$ cat config.mk
export PLATFORM = sky130hd
export DESIGN_NAME = muldiv_unit
export DESIGN_NICKNAME = d
export VERILOG_FILES = /design/src/rtl/muldiv_unit.sv
export SDC_FILE = /design/constraint.sdc
export NUM_CORES = 2
export LEC_CHECK = 0
export CORE_MARGIN = 2
export CORE_UTILIZATION = 45
export CTS_CLUSTER_SIZE = 16
export DETAILED_ROUTE_END_ITERATION = 10
export GPL_ROUTABILITY_DRIVEN = 0
export PLACE_DENSITY_LB_ADDON = 0.1
export RECOVER_POWER = 25
export SETUP_SLACK_MARGIN = 0.1
export SYNTH_ARGS = -nofsm -noshare
export SYNTH_HDL_FRONTEND = slang
export SYNTH_SLANG_ARGS = --single-unit
$ cat constraint.sdc
create_clock -name clk_i -period 4.2 [get_ports clk_i]
set_input_delay 0.42 -clock clk_i [delete_from_list [all_inputs] [get_ports clk_i]]
set_output_delay 0.42 -clock clk_i [all_outputs]
set_load 0.01 [all_outputs]
$ cat src/rtl/muldiv_unit.sv
// Iterative RV64M/RV32M multiply/divide unit with valid/ready handshakes and flush.
// Define MULDIV_FAST_MUL_EN to use a single-cycle combinational multiplier.
module muldiv_unit #(
  parameter int unsigned XLEN  = 64,
  parameter int unsigned TAG_W = 5
) (
  input  logic             clk_i,
  input  logic             rst_ni,
  input  logic             valid_i,
  output logic             ready_o,
  input  logic [2:0]       op_i,
  input  logic             word_i,
  input  logic [XLEN-1:0]  op_a_i,
  input  logic [XLEN-1:0]  op_b_i,
  input  logic [TAG_W-1:0] tag_i,
  input  logic             flush_i,
  output logic             valid_o,
  input  logic             ready_i,
  output logic [XLEN-1:0]  result_o,
  output logic [TAG_W-1:0] tag_o,
  output logic             busy_o
);

  localparam int unsigned CntW = $clog2(XLEN + 1);
  localparam logic [2:0] OpMul = 3'd0, OpMulh = 3'd1, OpMulhsu = 3'd2, OpMulhu = 3'd3;
  localparam logic [2:0] OpDiv = 3'd4, OpDivu = 3'd5, OpRem = 3'd6, OpRemu = 3'd7;

  typedef enum logic [1:0] {StIdle, StCalc, StFix, StDone} state_e;

  state_e            state_q, state_d;
  logic [CntW-1:0]   cnt_q, cnt_d;
  logic [2*XLEN-1:0] acc_q, acc_d, opb_q, opb_d;
  logic [XLEN-1:0]   opa_q, opa_d, result_q, result_d;
  logic [2:0]        op_q, op_d;
  logic              word_q, word_d, neg_res_q, neg_res_d, neg_rem_q, neg_rem_d;
  logic [TAG_W-1:0]  tag_q, tag_d;

  logic              word_eff, accept;
  logic [2:0]        op_eff;
  logic              signed_a, signed_b, sign_a, sign_b, div_zero, div_ovf;
  logic [XLEN-1:0]   ext_a, ext_b, abs_a, abs_b, spec_res;
  logic [XLEN:0]     rem_sh, diff;
  logic [2*XLEN-1:0] prod;
  logic [XLEN-1:0]   quo, rem, fix_res;

  function automatic logic [XLEN-1:0] sext32(input logic [XLEN-1:0] v);
    return XLEN'($signed(v[31:0]));
  endfunction

  assign word_eff = (XLEN == 64) && word_i;
  // Word forms of MULH* do not exist; they collapse onto MULW.
  assign op_eff   = (word_eff && !op_i[2]) ? OpMul : op_i;
  assign accept   = valid_i && (state_q == StIdle) && !flush_i;

  always_comb begin
    ext_a = op_a_i;
    ext_b = op_b_i;
    if (word_eff) begin
      if (op_eff == OpDivu || op_eff == OpRemu) begin
        ext_a = XLEN'(op_a_i[31:0]);
        ext_b = XLEN'(op_b_i[31:0]);
      end else begin
        ext_a = sext32(op_a_i);
        ext_b = sext32(op_b_i);
      end
    end
    signed_a = op_eff inside {OpMulh, OpMulhsu, OpDiv, OpRem};
    signed_b = op_eff inside {OpMulh, OpDiv, OpRem};
    sign_a   = signed_a && ext_a[XLEN-1];
    sign_b   = signed_b && ext_b[XLEN-1];
    abs_a    = sign_a ? -ext_a : ext_a;
    abs_b    = sign_b ? -ext_b : ext_b;
    div_zero = op_eff[2] && (ext_b == '0);
    if (word_eff) begin
      div_ovf = (op_eff == OpDiv || op_eff == OpRem) && (ext_a[31:0] == 32'h8000_0000)
                && (ext_b[31:0] == 32'hffff_ffff);
    end else begin
      div_ovf = (op_eff == OpDiv || op_eff == OpRem) && (ext_a == {1'b1, {(XLEN-1){1'b0}}})
                && (ext_b == '1);
    end
    // op[1] selects the remainder among divide ops.
    if (op_eff[1]) spec_res = div_zero ? ext_a : '0;
    else           spec_res = div_zero ? '1 : ext_a;
    if (word_eff) spec_res = sext32(spec_res);
  end

  always_comb begin
    state_d   = state_q;
    cnt_d     = cnt_q;
    acc_d     = acc_q;
    opa_d     = opa_q;
    opb_d     = opb_q;
    op_d      = op_q;
    word_d    = word_q;
    tag_d     = tag_q;
    neg_res_d = neg_res_q;
    neg_rem_d = neg_rem_q;
    result_d  = result_q;

    rem_sh = {acc_q[XLEN-1:0], opa_q[XLEN-1]};
    diff   = rem_sh - {1'b0, opb_q[XLEN-1:0]};
    prod   = neg_res_q ? -acc_q : acc_q;
    quo    = neg_res_q ? -opa_q : opa_q;
    rem    = neg_rem_q ? -acc_q[XLEN-1:0] : acc_q[XLEN-1:0];
    case (op_q)
      OpMul:                     fix_res = prod[XLEN-1:0];
      OpMulh, OpMulhsu, OpMulhu: fix_res = prod[2*XLEN-1:XLEN];
      OpDiv, OpDivu:             fix_res = quo;
      default:                   fix_res = rem;
    endcase
    if (word_q) fix_res = sext32(fix_res);

    case (state_q)
      StIdle: begin
        if (accept) begin
          op_d      = op_eff;
          word_d    = word_eff;
          tag_d     = tag_i;
          neg_res_d = sign_a ^ sign_b;
          neg_rem_d = sign_a;
          cnt_d     = word_eff ? CntW'(32) : CntW'(XLEN);
          acc_d     = '0;
          opa_d     = abs_a;
          opb_d     = {{XLEN{1'b0}}, abs_b};
          if (div_zero || div_ovf) begin
            result_d = spec_res;
            state_d  = StDone;
          end else if (op_eff[2]) begin
            // Align a 32-bit dividend to the top so 32 steps consume it fully.
            if (word_eff) opa_d = abs_a << (XLEN - 32);
            state_d = StCalc;
          end else begin
`ifdef MULDIV_FAST_MUL_EN
            acc_d   = {{XLEN{1'b0}}, abs_a} * {{XLEN{1'b0}}, abs_b};
            state_d = StFix;
`else
            state_d = StCalc;
`endif
          end
        end
      end
      StCalc: begin
        if (op_q[2]) begin
          acc_d = {{XLEN{1'b0}}, (diff[XLEN] ? rem_sh[XLEN-1:0] : diff[XLEN-1:0])};
          opa_d = {opa_q[XLEN-2:0], ~diff[XLEN]};
        end else begin
          acc_d = opa_q[0] ? acc_q + opb_q : acc_q;
          opa_d = opa_q >> 1;
          opb_d = opb_q << 1;
        end
        cnt_d = cnt_q - CntW'(1);
        if (cnt_q == CntW'(1)) state_d = StFix;
      end
      StFix: begin
        result_d = fix_res;
        state_d  = StDone;
      end
      StDone: begin
        if (ready_i) state_d = StIdle;
      end
      default: state_d = StIdle;
    endcase

    if (flush_i) state_d = StIdle;
  end

  always_ff @(posedge clk_i or negedge rst_ni) begin
    if (!rst_ni) begin
      state_q   <= StIdle;
      cnt_q     <= '0;
      acc_q     <= '0;
      opa_q     <= '0;
      opb_q     <= '0;
      op_q      <= '0;
      word_q    <= 1'b0;
      tag_q     <= '0;
      neg_res_q <= 1'b0;
      neg_rem_q <= 1'b0;
      result_q  <= '0;
    end else begin
      state_q   <= state_d;
      cnt_q     <= cnt_d;
      acc_q     <= acc_d;
      opa_q     <= opa_d;
      opb_q     <= opb_d;
      op_q      <= op_d;
      word_q    <= word_d;
      tag_q     <= tag_d;
      neg_res_q <= neg_res_d;
      neg_rem_q <= neg_rem_d;
      result_q  <= result_d;
    end
  end

  assign ready_o  = (state_q == StIdle);
  assign valid_o  = (state_q == StDone);
  assign busy_o   = (state_q != StIdle);
  assign result_o = result_q;
  assign tag_o    = tag_q;

endmodule

clocks.png
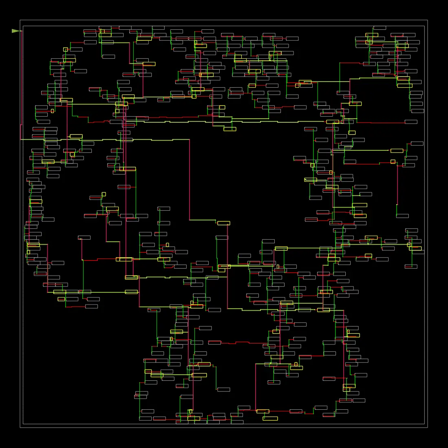
Worst Skew: 22.6 ps
Sink Count: 404
flop count: 404
clock-net power: 0.00483 W
clock buffers: 69

logic_types.png
Scale bar: 100 um.
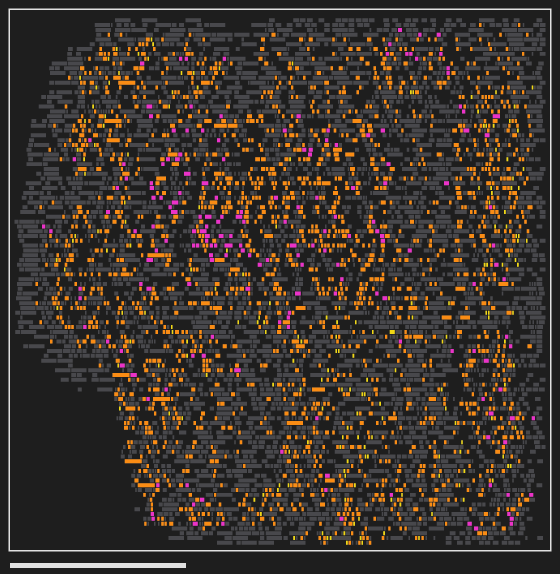
[inv cells] yellow | cells: 191 | most used: inv_1 | where: spread over the die
[aoi and oai cells] orange | cells: 1764 | most used: o21ai_0 | where: spread over the die
[and/or cells] magenta | cells: 182 | most used: or3_1 | where: spread over the die
most used logic cell in the final layout: nand2_1
Comb area share: 57.9%
Non-Filler Instances: 7271

power_grid.png
Pins as bars on the die edge. Tap cells in gray.
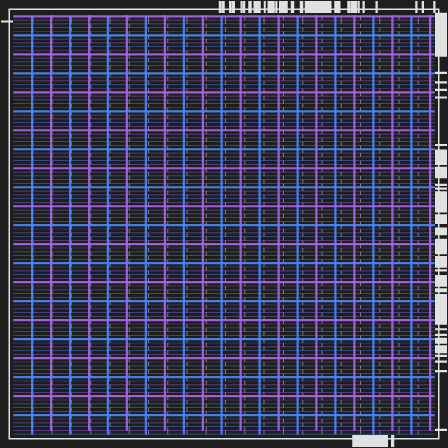
[VSS] blue
[VDD] purple
met4 straps: 22
tap cells: 1176

==> flow_summary.toml <==
# synthesis and place-and-route metrics
[floorplan]
io_pins = 214
fp_util_pct = 45.6
core_region_area_um2 = 90300
rows = 110
dieArea_um2 = 93900
die-width_um = 306
die_y_um = 306

[setup_path]
endpoint_kind = "flop"
crit_family = "simple AND/OR/NAND/NOR gates"
rr_endpoint = "result_o[0]$_DFFE_PN0P_"
crit_path_cell_trace = "buf_6 > inv_6 > ha_4 > nor4b_4 > nand4b_4 > or4_4 > or3_4 > or3_4 > or2_4 > o21ai_4 > xor2_4 > nor2_1 > a21oi_1 > o211ai_1 > a22o_1"
start_kind = "flop"
crit_slowest_cell = "or4_4"
worstSetupPathType = "flop to flop"
crit_top_cell = "or3_4"
crit_buf_inv = 2
worstPathMaxFanout = 4
crit_path_end = "result_o[0]$_DFFE_PN0P_"
cp.arrival_ps = 4640
startpoint = "acc_q[0]$_DFFE_PN0P_"
required_ps = 4740
rr_startpoint = "acc_q[0]$_DFFE_PN0P_"
r2r_slack_ps = 100

[route]
routed_wl_um = 184000
drc = 0
met3_length_um = 23500
dr.pass1.iters = 8
wire_per_inst_um = 25.3
wl_met1_um = 77900
vias_per_cell = 6.43
num_vias = 46767

[global_routing]
grt_pass1_wl_um = 272000
grt_overflow = 0
gr-usage-met3_pct = 10.9
grt_use_met1_pct = 53.7
antenna_found_initial = 8
grt_usage_pct = 37.9
grt_max_degree = 137
grt_pass1_vias = 42391

[cells_and_area]
final_core_util_pct = 56.6
ff_latch_area_um2 = 10100
drive_gt1_share_pct = 16.2
final_nets = 6400
reg_top3 = "acc_q x128, opb_q x128"
logic_area_um2 = 29600

[clock_tree]
numCtsBuffers = 52
htree_num_levels = 2
cts_tree = "done"
cts_root_buf = "clkbuf_16"
cts.clk_slew.worst_paths_ps = 60
holdBufCountCts = 1
cts_buffer_depth = 3

[hold_path]
hold_class = "input pin to flop"
holdPathEnd = "tag_o[2]$_DFFE_PN0P_"
hp-start = "tag_i[2]"
min_path_cells = 3

[synth]
adder_share_pct = 6.99
yosys.area.top_type = "dfrtp_1"
syn_area_per_cell_um2 = 7.46
synth-main-ff-cell = "dfrtp_1"
netlist_area_um2 = 41200
synth_cell_types = 106
area_leaders = "dfrtp_1 25%, o21ai_0 7.6%, a21oi_1 7.4%, ha_1 6.1%, nand2_1 5.8%"
synthAoiAreaFrac_pct = 31.2
synthXorXnorAreaFrac_pct = 9.11
synth-simple-area-share_pct = 19.3
topCombFamilyByArea = "AND-OR/OR-AND gates"
synth_async_sr_flop_share_pct = 100
netlist.area_leader.share_pct = 24.6
ys_cells = 5516
yosys-mux-area-fraction_pct = 3.36
ys_seq_share_pct = 24.6
synthTopCellsByCount = "639 x nand2_1, 628 x o21ai_0, 609 x a21oi_1, 404 x dfrtp_1, 369 x nor2_1"

[place]
dp_hpwl_um = 144000
port-buffer-count = 213

[sta]
rsz0062_at_grt = "true"
holdWs_ps = 315
fin_setup_tns_ps = 0
layout_setup_ws_ps = 95.8
slew_viol_final = 92
worstMarginPinSlew_ps = 3020
post-route-min-period_ps = 4100
relSlewSlack_pct = -102
period_used_pct = 97.7
fmax_mhz = 244

[outcome]
violations = "max-capacitance violations, max-slew violations"
run_status = "finished, violations left"

[power_and_ir_drop]
power.leakage_nw = 21.9
power_w = 0.0382

[run]
drv_cap = 1
warning_count = 37
layout make-up:
type | count | area share (%)
Clock inverter | 26 | 0.582
Inverter | 191 | 1.41
Clock buffer | 69 | 2.93
Multi-Input combinational cell | 4534 | 57.9
Sequential cell | 404 | 19.8
Timing Repair Buffer | 871 | 14.5
Tap cell | 1176 | 2.88
power by group:
part           switching [W]  internal [W]
Combinational         0.0164        0.0104
Sequential           0.00151       0.00501
Clock                0.00201       0.00282
placed cells by master, fill, tap and decap left out, drive strengths merged, types with 166 or more instances in the layout:
| cell | count |
|---|---|
| xor2 | 178 |
| nand2 | 640 |
| nor2 | 371 |
| a21oi | 609 |
| xnor2 | 249 |
| inv | 195 |
| dfrtp | 404 |
| buf | 651 |
| clkdlybuf4s50 | 211 |
| o21ai | 664 |
| ha | 202 |
| nor3 | 166 |
Power is estimated from default activity; no workload was simulated.
